===== src/rtl/ahb_bridge_pkg.sv =====
// Shared encodings, address map and transaction layout for the AHB side of the AHB2APB bridge.
package ahb_bridge_pkg;

  // htrans encodings; bit 1 set marks a real (NONSEQ/SEQ) transfer.
  localparam logic [1:0] HtransIdle   = 2'b00;
  localparam logic [1:0] HtransBusy   = 2'b01;
  localparam logic [1:0] HtransNonseq = 2'b10;
  localparam logic [1:0] HtransSeq    = 2'b11;

  // hres encodings.
  localparam logic [1:0] HresOkay  = 2'b00;
  localparam logic [1:0] HresError = 2'b01;

  // APB slave address map, one 64 MiB window per slave.
  localparam logic [31:0] Slv0Base  = 32'h8000_0000;
  localparam logic [31:0] Slv0Limit = 32'h83FF_FFFF;
  localparam logic [31:0] Slv1Base  = 32'h8400_0000;
  localparam logic [31:0] Slv1Limit = 32'h87FF_FFFF;
  localparam logic [31:0] Slv2Base  = 32'h8800_0000;
  localparam logic [31:0] Slv2Limit = 32'h8BFF_FFFF;

  localparam int unsigned SizeW = 3;
  localparam int unsigned SelW  = 3;

  // AHB-side transfer FSM.
  typedef enum logic [2:0] {
    StIdle,
    StWdata,
    StWstall,
    StRwait,
    StRdone,
    StErr1,
    StErr2
  } ahb_state_e;

  // Posted entry layout, MSB first: {write, addr, wdata, size, sel}.
  function automatic int unsigned txn_entry_w(input int unsigned addr_w,
                                              input int unsigned data_w);
    return 1 + addr_w + data_w + SizeW + SelW;
  endfunction

endpackage


===== src/rtl/ahb_txn_fifo.sv =====
// Count-based synchronous FIFO holding posted AHB transactions for the APB controller.
module ahb_txn_fifo #(
  parameter int unsigned WIDTH = 8,
  parameter int unsigned DEPTH = 2
) (
  input  logic                     hclk,
  input  logic                     hresten,
  input  logic                     push,
  input  logic [WIDTH-1:0]         push_data,
  input  logic                     pop,
  output logic [WIDTH-1:0]         pop_data,
  output logic [$clog2(DEPTH):0]   count,
  output logic                     full,
  output logic                     empty
);

  localparam int unsigned PtrW = $clog2(DEPTH);
  localparam int unsigned CntW = PtrW + 1;

  logic [WIDTH-1:0] mem [DEPTH];
  logic [PtrW-1:0]  wptr_q, rptr_q;
  logic [CntW-1:0]  count_q;
  logic             do_push, do_pop;

  assign full    = (count_q == CntW'(DEPTH));
  assign empty   = (count_q == '0);
  // Full/empty come from the registered count, so a pop never makes room for a same-cycle push.
  assign do_push = push & ~full;
  assign do_pop  = pop & ~empty;

  assign pop_data = mem[rptr_q];
  assign count    = count_q;

  // Entry storage; contents are don't-care until written, so no reset.
  always_ff @(posedge hclk) begin
    if (do_push) begin
      mem[wptr_q] <= push_data;
    end
  end

  // Wrapping pointers and occupancy count.
  always_ff @(posedge hclk or negedge hresten) begin
    if (!hresten) begin
      wptr_q  <= '0;
      rptr_q  <= '0;
      count_q <= '0;
    end else begin
      if (do_push) begin
        wptr_q <= wptr_q + PtrW'(1);
      end
      if (do_pop) begin
        rptr_q <= rptr_q + PtrW'(1);
      end
      case ({do_push, do_pop})
        2'b10:   count_q <= count_q + CntW'(1);
        2'b01:   count_q <= count_q - CntW'(1);
        default: count_q <= count_q;
      endcase
    end
  end

endmodule


===== src/rtl/ahb_slave_interface.sv =====
// AHB slave front end of the AHB2APB bridge: decodes and registers AHB transfers, posts them
// into a small FIFO for the APB controller and returns hreadyout/hres/hrdata to the master.
module ahb_slave_interface
  import ahb_bridge_pkg::*;
#(
  parameter int unsigned ADDR_W     = 32,
  parameter int unsigned DATA_W     = 32,
  parameter int unsigned FIFO_DEPTH = 2
) (
  input  logic              hclk,
  input  logic              hresten,
  input  logic              hwrite,
  input  logic              hreadyin,
  input  logic [1:0]        htrans,
  input  logic [2:0]        hsize,
  input  logic [ADDR_W-1:0] haddr,
  input  logic [DATA_W-1:0] hwdata,
  output logic              hreadyout,
  output logic [1:0]        hres,
  output logic [DATA_W-1:0] hrdata,
  output logic              txn_valid,
  input  logic              txn_ready,
  output logic              txn_write,
  output logic [ADDR_W-1:0] txn_addr,
  output logic [DATA_W-1:0] txn_wdata,
  output logic [2:0]        txn_size,
  output logic [2:0]        txn_sel,
  input  logic              rd_valid,
  input  logic [DATA_W-1:0] rd_data
);

  localparam int unsigned EntryW = txn_entry_w(ADDR_W, DATA_W);
  localparam int unsigned CntW   = $clog2(FIFO_DEPTH) + 1;

  ahb_state_e        state_q, state_d;
  logic [ADDR_W-1:0] addr_q;
  logic              write_q;
  logic [SizeW-1:0]  size_q;
  logic [SelW-1:0]   sel_q;
  logic              rd_pushed_q, rd_pushed_d;
  logic [1:0]        hres_q;
  logic [DATA_W-1:0] hrdata_q;

  logic              accept;
  logic              push;
  logic [SelW-1:0]   haddr_sel;
  logic [DATA_W-1:0] push_wdata;
  logic [EntryW-1:0] push_entry, head_entry;
  logic              fifo_full, fifo_empty;
  logic [CntW-1:0]   unused_fifo_count;
  logic              unused_htrans0;

  assign unused_htrans0 = htrans[0];

  function automatic logic [SelW-1:0] decode_sel(input logic [ADDR_W-1:0] a);
    logic [SelW-1:0] s;
    s = '0;
    if (a >= ADDR_W'(Slv0Base) && a <= ADDR_W'(Slv0Limit)) s = 3'b001;
    if (a >= ADDR_W'(Slv1Base) && a <= ADDR_W'(Slv1Limit)) s = 3'b010;
    if (a >= ADDR_W'(Slv2Base) && a <= ADDR_W'(Slv2Limit)) s = 3'b100;
    return s;
  endfunction

  assign haddr_sel = decode_sel(haddr);
  assign accept    = hreadyout & hreadyin & htrans[1];

  // Reads carry no data toward APB; keep the field clean.
  assign push_wdata = write_q ? hwdata : '0;
  assign push_entry = {write_q, addr_q, push_wdata, size_q, sel_q};

  assign {txn_write, txn_addr, txn_wdata, txn_size, txn_sel} = head_entry;
  assign txn_valid = ~fifo_empty;
  assign hres      = hres_q;
  assign hrdata    = hrdata_q;

  // Wait-state decode: data phases that cannot complete this cycle hold hreadyout low.
  always_comb begin
    case (state_q)
      StWdata, StWstall: hreadyout = ~fifo_full;
      StRwait, StErr1:   hreadyout = 1'b0;
      default:           hreadyout = 1'b1;
    endcase
  end

  // Next-state, FIFO push and read-posted tracking.
  always_comb begin
    logic follow;
    state_d     = state_q;
    rd_pushed_d = rd_pushed_q;
    push        = 1'b0;
    follow      = 1'b0;
    case (state_q)
      StIdle, StRdone, StErr2: follow = 1'b1;
      StWdata, StWstall: begin
        if (fifo_full) begin
          state_d = StWstall;
        end else begin
          push   = 1'b1;
          follow = 1'b1;
        end
      end
      StRwait: begin
        if (!rd_pushed_q && !fifo_full) begin
          push        = 1'b1;
          rd_pushed_d = 1'b1;
        end
        // Read data can only answer a read the APB side has already been given.
        if (rd_pushed_q && rd_valid) begin
          state_d = StRdone;
        end
      end
      StErr1:  state_d = StErr2;
      default: state_d = StIdle;
    endcase
    // Any cycle with hreadyout high may start the next pipelined transfer.
    if (follow) begin
      rd_pushed_d = 1'b0;
      if (!accept) begin
        state_d = StIdle;
      end else if (haddr_sel == '0) begin
        state_d = StErr1;
      end else if (hwrite) begin
        state_d = StWdata;
      end else begin
        state_d = StRwait;
      end
    end
  end

  // FSM state, latched address phase and registered responses.
  always_ff @(posedge hclk or negedge hresten) begin
    if (!hresten) begin
      state_q     <= StIdle;
      addr_q      <= '0;
      write_q     <= 1'b0;
      size_q      <= '0;
      sel_q       <= '0;
      rd_pushed_q <= 1'b0;
      hres_q      <= HresOkay;
      hrdata_q    <= '0;
    end else begin
      state_q     <= state_d;
      rd_pushed_q <= rd_pushed_d;
      hres_q      <= (state_d == StErr1 || state_d == StErr2) ? HresError : HresOkay;
      if (accept) begin
        addr_q  <= haddr;
        write_q <= hwrite;
        size_q  <= hsize;
        sel_q   <= haddr_sel;
      end
      if (state_q == StRwait && state_d == StRdone) begin
        hrdata_q <= rd_data;
      end
    end
  end

  ahb_txn_fifo #(
    .WIDTH (EntryW),
    .DEPTH (FIFO_DEPTH)
  ) u_fifo (
    .hclk      (hclk),
    .hresten   (hresten),
    .push      (push),
    .push_data (push_entry),
    .pop       (txn_ready),
    .pop_data  (head_entry),
    .count     (unused_fifo_count),
    .full      (fifo_full),
    .empty     (fifo_empty)
  );

endmodule


===== config.mk =====
export PLATFORM = sky130hd
export DESIGN_NAME = ahb_slave_interface
export DESIGN_NICKNAME = d
export VERILOG_FILES = /design/src/rtl/ahb_bridge_pkg.sv /design/src/rtl/ahb_txn_fifo.sv /design/src/rtl/ahb_slave_interface.sv
export SDC_FILE = /design/constraint.sdc
export NUM_CORES = 1
export LEC_CHECK = 0
export ABC_AREA = 0
export CAP_MARGIN = 20
export CORE_MARGIN = 4
export CORE_UTILIZATION = 40
export CTS_CLUSTER_DIAMETER = 150
export DETAILED_ROUTE_END_ITERATION = 6
export PLACE_DENSITY = 0.67
export SETUP_SLACK_MARGIN = 0.2
export SYNTH_ARGS = -nofsm -noshare
export SYNTH_HDL_FRONTEND = slang
export SYNTH_SLANG_ARGS = --single-unit

===== constraint.sdc =====
create_clock -name hclk -period 10.38 [get_ports hclk]
set_input_delay 3.114 -clock hclk [delete_from_list [all_inputs] [get_ports hclk]]
set_output_delay 3.114 -clock hclk [all_outputs]
set_load 0.03 [all_outputs]

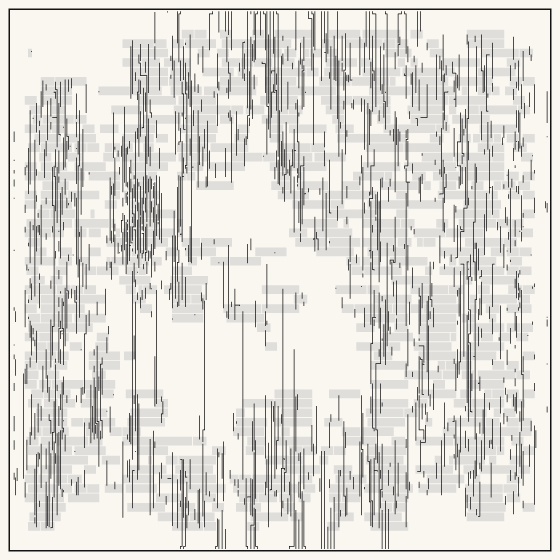
(run_1/m2.png)
wire length on this layer: 8510 um
nets with wire on the layer: 722
main direction: vertical
share of all routed wire: 46%
vias: 4800
met2 Use GR: 24.75%
final wirelength: 18340 um

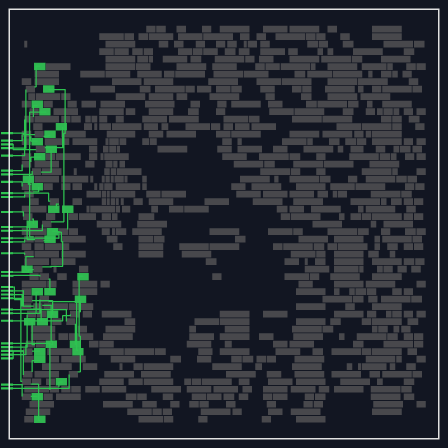
(run_1/port_trees.png)
[green] rd_data | bits: 32 | direction: input | end cells: 32 | buffers: 32 | wire: 821 um
IO Count: 214
IO buf count: 211

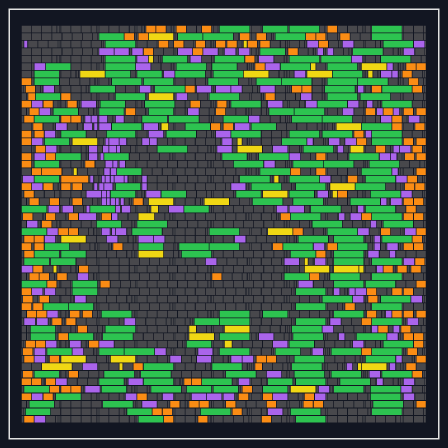
(run_1/class_map.png)
Fill, decap, tap and diode cells in grey.
[purple] remaining logic cells | cells: 227 | share of their area: 20%
[orange] remaining buffers and delay cells | cells: 215 | share of their area: 19%
[yellow] clock drivers and dummy loads | cells: 44 | share of their area: 6.5%
[green] registers | cells: 222 | share of their area: 55%
design area: 11830 um^2
Seq/total area: 52.98%
CORE AREA: 21150 um^2
Core Util, Final: 55.94%

[run 1: layout make-up]
type | count | share of cell area [%]
clock inverter | 14 | 0.9727
clock buffer | 30 | 5.350
tap | 275 | 2.908
inverter | 2 | 0.06344
timing repair buffer | 215 | 18.35
sequential | 222 | 52.98
multi-input combinational | 225 | 19.37
[run 1: synthesized netlist by cell type (all sizes together)]
library cell  number
edfxtp           142
mux2             142
dfrtp             80
and2              33
clkbuf            12
nand2              9
buf                8
nor2               6
a21oi              3
nand3              3
nor2b              3
o21ai              3
xnor2              3
inv                2
nor3b              2
or2                2
xor2               2
a32oi              1
and3b              1
conb               1
ha                 1
mux2i              1
nand2b             1
nand3b             1
nor3               1
o211ai             1
o221ai             1
o22ai              1
o31ai              1
o32a               1
or4b               1
==> impl_metrics.ini, run 1 <==
; physical design summary
[place]
place_congestion = 0.7536
placed_cell_area_um2 = 11070
hpwl_um = 11810
dp_slack_ns = 5.058
dp_cells = 938

[drt]
top_layer = met4
drt-met1-wl_um = 7357
route.detailed.drc = 0
drtPass1Iterations = 6
wire_per_inst_um = 18.65
wl_met3_um = 2024
drt_iter0_markers = 166
route.met2.wl_um = 8511
routed_via_density = 4.883
ant_nets = 0

[global_routing]
grt_use_total_pct = 14.95
grt_start_max_net_pins = 81
grt.busiest_layer = met2
grt.met1_usage_pct = 18.43
grt-ovfl-total = 0
grtUsageMet3_pct = 5.758
antenna_found_initial = 0
grt_pass1_vias = 5328
grt_pass1_wl_um = 28770

[die]
fp_util_pct = 40.95
die-width_um = 155.2
dieArea_um2 = 24080
num_rows = 53
die_h_um = 155.2

[sta]
worst_pin_slew_ns = 1.062
final_hold_viol_count = 0
finalSetupViolations = 0
drv_slew = 0
setup_slack_ns = 4.524
fin_crit_ns = 5.856
relSlewSlack_pct = 29.17
fmax_ghz = 0.1708
whs_ns = 0.4683
grt_setup_unrepaired = no
setup_tns_ns = 0
fin_worst_skew_ns = 0.01762
period_used_pct = 56.42

[worst_setup_path]
end_kind = output port
critPathLaunchType = flop
crit_slowest_cell = dfrtp_4
cp-startpoint = u_fifo.rptr_q
crit_cells = 2
reg2reg_to = u_fifo.mem[0][1]
slowest_delay_ns = 1.07
crit_required_ns = 7.27
r2r_cells = 5
crit_fanout = 72
path_cells = mux2_2 > clkdlybuf4s50_1
reg2reg_setup_slack_ns = 7.49
crit_family = flip-flops
arrival_ns = 2.74
reg2reg_from = u_fifo.count[1]
worst-setup-path-type = reg -> out
path_buffers = 1
endpoint = txn_addr[0]

[cells_and_area]
regMostFlops = u_fifo.mem
fin_nets = 798
n_antenna_cell = 0
largest_register_ffs = 142
syn2layout_area_growth_pct = 36.60
lay_top_count = clkdlybuf4s50_1
layout.cells.non_filler = 983
final_cell_mix = clkdlybuf4s50_1 (210), edfxtp_1 (142), mux2_2 (102), dfrtp_1 (79), mux2_4 (39)
flop_area_um2 = 6270
fill_cells = 1640
logic_area_um2 = 2292
drive_gt1_share_pct = 27.12

[clock_network]
ctsResizeCount = 0
clockBufferDepth = 3
cts_setup_buffers = 0
cts_sinks = 222
cts_tree = done
cts_hold_buf = 0
clk_latency_ns = 0.51
cts.htree.levels = 1
cts-buffers-inserted = 24
clkTransAtPathRegs_ns = 0.06
cts-root-buf = clkbuf_16

[run_status]
outcome = complete, no violations

[pwr]
p_sw_share_pct = 32.17
powerComb_mw = 1.05
pwr-share-comb_pct = 32.8
ir_drop_mv = 0.1203
powerDensity_nw_per_um2 = 270.9
p_int_mw = 2.175
power_leakage_nw = 4.568
pg_seq_mw = 1.36
sequentialPowerShare_pct = 42.4
power_mw = 3.206
pwr-share-clk_pct = 24.8
p_switching_mw = 1.031
power_leader = sequential cells
p_clk_mw = 0.795

[yosys]
adder_share_pct = 0.1444
ys_sh_aoi_pct = 0.9821
ys_sh_mux_pct = 20.26
ys_cells = 469
synth_nets = 577
yosys_warnings = 0
synth.cell_area_um2 = 8663
netlist.top_cell.by_area = edfxtp_1
ys_sh_xor_pct = 0.5055
synth_flops = 222
synth.distinct_cells = 37
synth_seq_share_pct = 72.33
synthTopCellsByArea = edfxtp_1 (49%), dfrtp_1 (23%), mux2_2 (13%)
ys_sh_simple_pct = 4.347
synthCells = 469
top_cell_area_share_pct = 49.22
syn_area_per_cell_um2 = 18.47
ys_top_logic_family = multiplexers
ys_chip_area_um2 = 8663

[run]
cap_violations = 0
warnings = 27

[min_path]
min_to = u_fifo.mem[0][41]
hp-start = addr_q[3]
hold_class = reg -> reg
holdPathStages = 0
--- run 2 (diff from run 1) ---
Settings changed: PLACE_DENSITY 0.67 to 0.7.
Clock period 10.38 ns to 5.3 ns, I/O delays scaled along.
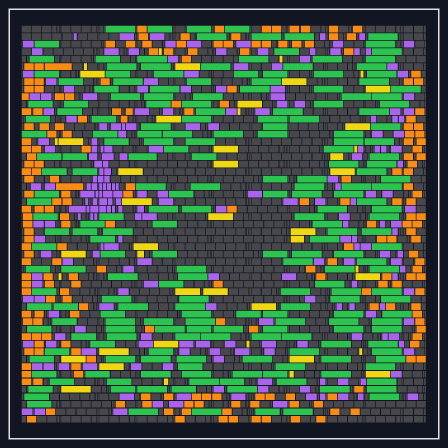
(run_2/class_map.png)
Fill, decap, tap and diode cells in grey.
[yellow] clock drivers and dummy loads | cells: 44 | share of their area: 6.9%
[orange] remaining buffers and delay cells | cells: 215 | share of their area: 19%
[purple] remaining logic cells | cells: 227 | share of their area: 20%
[green] registers | cells: 222 | share of their area: 54%
design area: 11900 um^2
Seq/total area: 52.71%
Core Util, Final: 56.23%

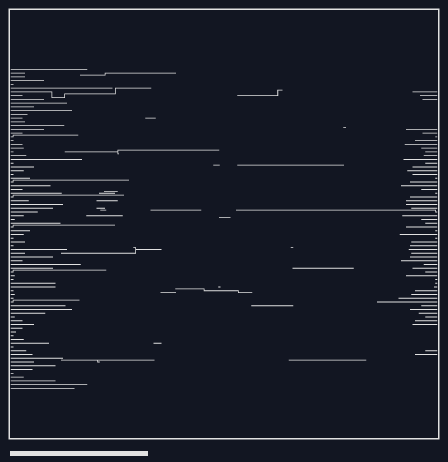
(run_2/m3.png)
The bar under the picture is 50 um long.
share of all routed wire: 10%
main direction: horizontal
nets with wire on the layer: 152
longest straight run: 72.2 um
wire length on this layer: 1890 um
final wirelength: 18050 um
vias: 4710
grt met3 use: 5.591%

==> run 2 against run 1 <==
- clock-buffer cell count up 4
- worst hold slack barely moved
- die area unchanged
- total power is 99% higher
- via count fell by 1.9%
- largest cell class unchanged
- highest routed layer unchanged
==> impl_metrics.ini, run 2 <==
; physical design summary
[run_status]
outcome = complete, no violations

[yosys]
top_cell = edfxtp_1
ys_sh_xor_pct = 0.5055
synthCells = 469
synth.distinct_cells = 37
netlist.top_cell.by_area = edfxtp_1
yosys_warnings = 0
synth.cell_area_um2 = 8663
ys_chip_area_um2 = 8663
ys_sh_mux_pct = 20.26
syn_area_per_cell_um2 = 18.47
synth_flops = 222
synth_seq_share_pct = 72.33
flop_cell = edfxtp_1
edf_count = 142
adder_share_pct = 0.1444
ys_sh_aoi_pct = 0.9821
ys_cells = 469
top_cell_area_share_pct = 49.22
async_reset_ff_share_pct = 36.04
synth_nets = 577
ys_top_logic_family = multiplexers
synthTopCellsByArea = edfxtp_1 (49%), dfrtp_1 (23%), mux2_2 (13%)
synthTopCellsByCount = edfxtp_1 (142), mux2_2 (102), dfrtp_1 (80), mux2_4 (39), and2_1 (33)

[place]
hpwl_um = 11480
portBuffers = 211
dp_cells = 938
dp_slack_ns = 1.494

[clock_network]
cts-root-buf = clkbuf_16
cts_sinks = 222
clk_latency_ns = 0.50
cts_hold_buf = 0
clockBufferDepth = 3
cts_setup_buffers = 0
cts.htree.levels = 1
clkTransAtPathRegs_ns = 0.06
cts-buffers-inserted = 24

[drt]
wl_met3_um = 1886
route.detailed.drc = 0
ant_nets = 0
drt-met1-wl_um = 7159
drtPass1Iterations = 4
drt_iter0_markers = 169
wire_per_inst_um = 18.37
route.met2.wl_um = 8801
routed_via_density = 4.791
top_layer = met4

[global_routing]
grt_pass1_vias = 5317
grt_use_total_pct = 14.80
grt_start_max_net_pins = 81
grt.met1_usage_pct = 17.88
grt-ovfl-total = 0
use_met2_pct = 25.51
grt_pass1_wl_um = 28570
grt.busiest_layer = met2
antenna_found_initial = 0

[worst_setup_path]
worst-setup-path-type = reg -> out
critPathLaunchType = flop
endpoint = txn_addr[8]
arrival_ns = 2.70
reg2reg_from = u_fifo.count[1]
end_kind = output port
crit_fanout = 72
reg2reg_setup_slack_ns = 2.46
reg2reg_to = u_fifo.mem[0][9]
r2r_cells = 5
cp-startpoint = u_fifo.rptr_q

[min_path]
min_to = u_fifo.mem[0][52]
holdPathStages = 0
hold_class = reg -> reg
hp-start = addr_q[14]

[cells_and_area]
fin_nets = 798
drive_gt1_share_pct = 26.41
layout.cells.non_filler = 983
n_antenna_cell = 0
logic_area_um2 = 2292
regMostFlops = u_fifo.mem
lay_top_count = clkdlybuf4s50_1
final_cell_mix = clkdlybuf4s50_1 (210), edfxtp_1 (142), mux2_2 (102), dfrtp_1 (79), mux2_4 (39)
largest_register_ffs = 142
fill_cells = 1631
syn2layout_area_growth_pct = 37.31
flop_area_um2 = 6270

[die]
boundaryPins = 214
core_area_um2 = 21150
fp_util_pct = 40.95
num_rows = 53
die-width_um = 155.2
die_h_um = 155.2

[sta]
fin_worst_skew_ns = 0.009906
worst_pin_slew_ns = 1.037
finalSetupViolations = 0
drv_slew = 0
setup_slack_ns = 1.015
grt_setup_unrepaired = no
whs_ns = 0.4682
fin_crit_ns = 4.285
fmax_ghz = 0.2334
period_used_pct = 80.85

[run]
warnings = 27
cap_violations = 0

[pwr]
powerDensity_nw_per_um2 = 536.5
power_leakage_nw = 4.599
ir_drop_mv = 0.2549
[run 2: worst max-delay path, stage by stage (launching register included)]
cell             delay [ns]
dfrtp_4                1.11
mux2_2                 0.42
clkdlybuf4s50_1        0.63
[run 2: layout make-up]
type	count	share of cell area [%]
well taps	275	2.893
inverters	2	0.06311
clock inverters	10	1.031
repair buffers	215	18.32
clock buffers	34	5.712
flip-flops and latches	222	52.71
multi-input cells	225	19.27
[run 2: report_power, final]
group,switching [mW],leakage [nW],total (mW),internal [mW]
registers,0.294,2.33,2.66,2.36
clock network,0.634,0.387,1.67,1.04
logic,1.06,1.88,2.05,0.995
total,1.99,4.60,6.38,4.39
[run 2: cell families after synthesis]
group | after synthesis
compound gates | 12
simple gates | 63
xor+xnor | 5
flops | 222
other cells | 1
buf+inv | 22
mux | 143
fa+ha+maj | 1
Power figures rest on the tool's default switching activity, not on a simulated workload.
